m3.png
Scale: 1.5 px per um.
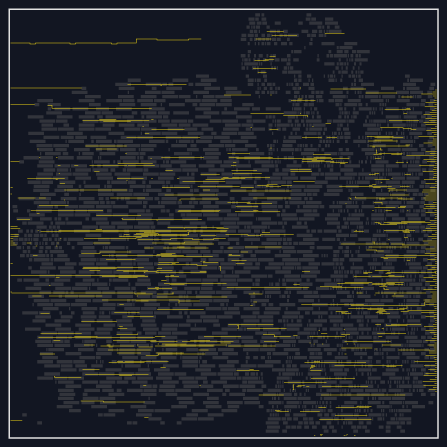
clock_nets.png
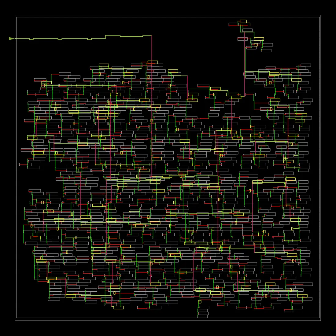
File: src/rtl/output_buffer_pkg.sv
// Shared FSM state encoding and request-mode constants for the KxK window output buffer.
package output_buffer_pkg;

   typedef enum logic [1:0] {
      IDLE  = 2'd0,
      FETCH = 2'd1,
      HOLD  = 2'd2
   } obuf_state_e;

   localparam logic MODE_KXK = 1'b0;
   localparam logic MODE_1X1 = 1'b1;

endpackage

File: src/rtl/obuf_sdp_ram.sv
// Simple dual-port pixel store: one write port, one registered read port, read-first on collision.
module obuf_sdp_ram #(
   parameter int    WIDTH     = 24,
   parameter int    DEPTH     = 25,
   parameter int    AW        = 5,
   parameter string RAM_STYLE = "auto"
) (
   input  logic             clk,
   input  logic             we_i,
   input  logic [AW-1:0]    waddr_i,
   input  logic [WIDTH-1:0] wdata_i,
   input  logic             re_i,
   input  logic [AW-1:0]    raddr_i,
   output logic [WIDTH-1:0] rdata_o
);

   (* ram_style = RAM_STYLE *) logic [WIDTH-1:0] mem_q [DEPTH];
   logic [WIDTH-1:0] rdata_q;

   // Both accesses in one process: a same-address read samples the pre-write word.
   always_ff @(posedge clk) begin
      if (we_i && (32'(waddr_i) < DEPTH)) mem_q[waddr_i] <= wdata_i;
      if (re_i) rdata_q <= mem_q[raddr_i];
   end

   assign rdata_o = rdata_q;

endmodule

File: src/rtl/output_buffer_kxk.sv
// Gathers a zero-padded KxK (or centre-only) window of multi-channel pixels from an unpadded map.
module output_buffer_kxk
   import output_buffer_pkg::*;
#(
   parameter int    DATA_WIDTH   = 8,
   parameter int    OUT_CHANNELS = 3,
   parameter int    IN_WIDTH     = 5,
   parameter int    IN_HEIGHT    = 5,
   parameter int    KERNEL       = 3,
   parameter string RAM_STYLE    = "auto",
   localparam int   NPIX         = IN_WIDTH * IN_HEIGHT,
   localparam int   AW           = $clog2(NPIX),
   localparam int   PW           = DATA_WIDTH * OUT_CHANNELS,
   localparam int   KK           = KERNEL * KERNEL
) (
   input  logic               clk,
   input  logic               rst_n,
   input  logic               wr_en_i,
   input  logic [AW-1:0]      wr_addr_i,
   input  logic [PW-1:0]      wr_data_i,
   input  logic               req_valid_i,
   output logic               req_ready_o,
   input  logic [AW-1:0]      req_addr_i,
   input  logic               req_mode_i,
   output logic               out_valid_o,
   input  logic               out_ready_i,
   output logic [KK*PW-1:0]   out_data_o,
   output logic               out_err_o
);

   localparam int PAD  = (KERNEL - 1) / 2;
   localparam int CTAP = (KK - 1) / 2;
   localparam int CW   = AW + 3;
   localparam int TW   = (KK > 1) ? $clog2(KK) : 1;
   localparam int DXW  = (KERNEL > 1) ? $clog2(KERNEL) : 1;

   localparam logic signed [CW-1:0] H_S   = CW'(IN_HEIGHT);
   localparam logic signed [CW-1:0] W_S   = CW'(IN_WIDTH);
   localparam logic signed [CW-1:0] ONE_S = CW'(1);
   localparam logic signed [CW-1:0] KM1_S = CW'(KERNEL - 1);
   localparam logic [AW-1:0]        ROWSTEP = AW'(IN_WIDTH - KERNEL + 1);
   localparam logic [AW:0]          NPIX_L  = (AW+1)'(NPIX);

   obuf_state_e            state_q, state_d;
   logic                   mode_q, mode_d;
   logic signed [CW-1:0]   tr_q, tr_d, tc_q, tc_d;
   logic [AW-1:0]          ra_q, ra_d;
   logic [TW-1:0]          tap_q, tap_d;
   logic [DXW-1:0]         dx_q, dx_d;
   logic                   err_q, err_d;
   logic                   ovld_q, ovld_d;
   logic                   cap_vld_q;
   logic [TW-1:0]          cap_tap_q;
   logic [KK-1:0][PW-1:0]  slot_q;

   logic                   clr_slots, in_map, rd_en, last_tap, addr_oor;
   logic [PW-1:0]          rd_data;
   int                     a_int, crow, ccol;

   assign addr_oor = {1'b0, req_addr_i} >= NPIX_L;
   // Tap row/col are tracked signed so padding positions fall outside [0,H)x[0,W).
   assign in_map   = !tr_q[CW-1] && (tr_q < H_S) && !tc_q[CW-1] && (tc_q < W_S);

   always_comb begin
      a_int = int'(req_addr_i);
      crow  = a_int / IN_WIDTH;
      ccol  = a_int % IN_WIDTH;
   end

   always_comb begin
      state_d   = state_q;
      mode_d    = mode_q;
      tr_d      = tr_q;
      tc_d      = tc_q;
      ra_d      = ra_q;
      tap_d     = tap_q;
      dx_d      = dx_q;
      err_d     = err_q;
      ovld_d    = 1'b0;
      clr_slots = 1'b0;
      rd_en     = 1'b0;
      last_tap  = 1'b0;
      case (state_q)
         IDLE: begin
            if (req_valid_i) begin
               clr_slots = 1'b1;
               mode_d    = req_mode_i;
               err_d     = addr_oor;
               if (addr_oor) begin
                  state_d = HOLD;
               end else begin
                  state_d = FETCH;
                  if (req_mode_i == MODE_1X1) begin
                     tap_d = TW'(CTAP);
                     dx_d  = DXW'(PAD);
                     tr_d  = CW'(crow);
                     tc_d  = CW'(ccol);
                     ra_d  = req_addr_i;
                  end else begin
                     tap_d = '0;
                     dx_d  = '0;
                     tr_d  = CW'(crow - PAD);
                     tc_d  = CW'(ccol - PAD);
                     // Modulo-2^AW address is only consumed for in-map taps, where it is exact.
                     ra_d  = AW'(a_int - PAD * IN_WIDTH - PAD);
                  end
               end
            end
         end
         FETCH: begin
            rd_en    = in_map;
            last_tap = (mode_q == MODE_1X1) || (tap_q == TW'(KK - 1));
            if (last_tap) begin
               state_d = HOLD;
            end else begin
               tap_d = tap_q + 1'b1;
               if (dx_q == DXW'(KERNEL - 1)) begin
                  dx_d = '0;
                  tr_d = tr_q + ONE_S;
                  tc_d = tc_q - KM1_S;
                  ra_d = ra_q + ROWSTEP;
               end else begin
                  dx_d = dx_q + 1'b1;
                  tc_d = tc_q + ONE_S;
                  ra_d = ra_q + 1'b1;
               end
            end
         end
         HOLD: begin
            // Valid rises one cycle into HOLD, together with the last landed tap.
            ovld_d = 1'b1;
            if (ovld_q && out_ready_i) begin
               state_d = IDLE;
               ovld_d  = 1'b0;
            end
         end
         default: state_d = IDLE;
      endcase
   end

   always_ff @(posedge clk or negedge rst_n) begin
      if (!rst_n) begin
         state_q   <= IDLE;
         mode_q    <= MODE_KXK;
         tr_q      <= '0;
         tc_q      <= '0;
         ra_q      <= '0;
         tap_q     <= '0;
         dx_q      <= '0;
         err_q     <= 1'b0;
         ovld_q    <= 1'b0;
         cap_vld_q <= 1'b0;
         cap_tap_q <= '0;
         slot_q    <= '0;
      end else begin
         state_q   <= state_d;
         mode_q    <= mode_d;
         tr_q      <= tr_d;
         tc_q      <= tc_d;
         ra_q      <= ra_d;
         tap_q     <= tap_d;
         dx_q      <= dx_d;
         err_q     <= err_d;
         ovld_q    <= ovld_d;
         cap_vld_q <= rd_en;
         cap_tap_q <= tap_q;
         if (clr_slots)      slot_q <= '0;
         else if (cap_vld_q) slot_q[cap_tap_q] <= rd_data;
      end
   end

   obuf_sdp_ram #(
      .WIDTH     (PW),
      .DEPTH     (NPIX),
      .AW        (AW),
      .RAM_STYLE (RAM_STYLE)
   ) u_ram (
      .clk     (clk),
      .we_i    (wr_en_i),
      .waddr_i (wr_addr_i),
      .wdata_i (wr_data_i),
      .re_i    (rd_en),
      .raddr_i (ra_q),
      .rdata_o (rd_data)
   );

   assign req_ready_o = (state_q == IDLE);
   assign out_valid_o = ovld_q;
   assign out_err_o   = err_q;
   assign out_data_o  = slot_q;

endmodule

File: config.mk
export PLATFORM = sky130hd
export DESIGN_NAME = output_buffer_kxk
export DESIGN_NICKNAME = d
export VERILOG_FILES = /design/src/rtl/output_buffer_pkg.sv /design/src/rtl/obuf_sdp_ram.sv /design/src/rtl/output_buffer_kxk.sv
export SDC_FILE = /design/constraint.sdc
export NUM_CORES = 1
export LEC_CHECK = 0
export CAP_MARGIN = 20
export CORE_UTILIZATION = 45
export CTS_CLUSTER_DIAMETER = 60
export DETAILED_ROUTE_END_ITERATION = 10
export PLACE_DENSITY = 0.65
export SLEW_MARGIN = 30
export SYNTH_ARGS = -nofsm -noshare
export SYNTH_HDL_FRONTEND = slang
export SYNTH_HIERARCHICAL = 1
export SYNTH_SLANG_ARGS = --single-unit
File: constraint.sdc
create_clock -name clk -period 5.4 [get_ports clk]
set_input_delay 1.35 -clock clk [delete_from_list [all_inputs] [get_ports clk]]
set_output_delay 1.35 -clock clk [all_outputs]
set_load 0.01 [all_outputs]
==> reports/metrics.csv <==
stage,metric,value,unit
cts,# resized after CTS,0,
layout,post-route cell area,42920,um2
power_and_ir_drop,cell area power density,415.1,nW/um2
layout,most used logic cell in the final layout,edfxtp_1,
power_and_ir_drop,sw frac,29.39,%
grt,busiest layer in global routing,met2,
synth,Syn Nets,2576,
layout,Layout area overhead,19.24,%
worst_setup_path,Required @ worst endpoint,5.88,ns
worst_setup_path,flop2flop setup slack,1.97,ns
synth,most instantiated library cell after synthesis,edfxtp_1,
cts,CTS Buffer Depth,3,
timing,final critical-path required period,4.706,ns
layout,Largest register FFs,600,
layout,Reg with most FFs,u_ram/mem_q,
layout,Clock Network Area Fraction,6.719,%
cts,Post-CTS Hold Fix Bufs,0,
synth,Post-Synth Adder-Cell Area,0.7160,%
min_path,worst hold path startpoint,tap_q[3],
power_and_ir_drop,Clock Power Share,33.8,%
timing,Hold WS,0.4633,ns
power_and_ir_drop,Seq. pwr,7.84,mW
drt,DRC viols,0,
layout,top cell category,registers,
worst_setup_path,CP Buf/Inv Count,5,
power_and_ir_drop,Logic pwr share,22.2,%
synth,Yosys chip area,36000,um2
timing,final setup vio count,0,
place,placer congestion estimate,0.8371,
layout,Logic Gate Count,1440,
worst_setup_path,WP depth,21,
drt,met3 WL,6.961,mm
run_status,run status,completed,
layout,n_diodes,1,
cts,htree depth,3,
timing,"Hold Vio Cnt, Final",0,
cts,clock-pin transition on the worst setup and hold timing paths,0.06,ns
min_path,Hold Crit Class,reg -> reg,
drt,1st-iter DRT viols,2192,
synth,AO/OA Area Share,7.689,%
power_and_ir_drop,combinational group power,3.95,mW
drt,antenna-violating nets left,0,
grt,met2 usage,36.45,%
power_and_ir_drop,Pwr Total,17.82,mW
die,floorplan core density,45.49,%
synth,dominant kind of combinational cell,multiplexers,
place,placed cell areas,39940,um2
layout,Comb area share,23.39,%
layout,Flop area,25080,um2
cts,CTS tree,yes,
Back to the opening pictures, m3.png:
The layer carries 6960 um of wire. The longest straight run is 112 um. The layer holds 7.4% of the routed length. 348 nets have wire on it. The wires run mostly horizontal.

Back to the opening pictures, clock_nets.png:
CTS Sinks: 877
registers: 877
cts bufs inserted: 91
clock buffer count: 117
clock skew: 0.04010 ns

Power and IR drop assume default switching activity.
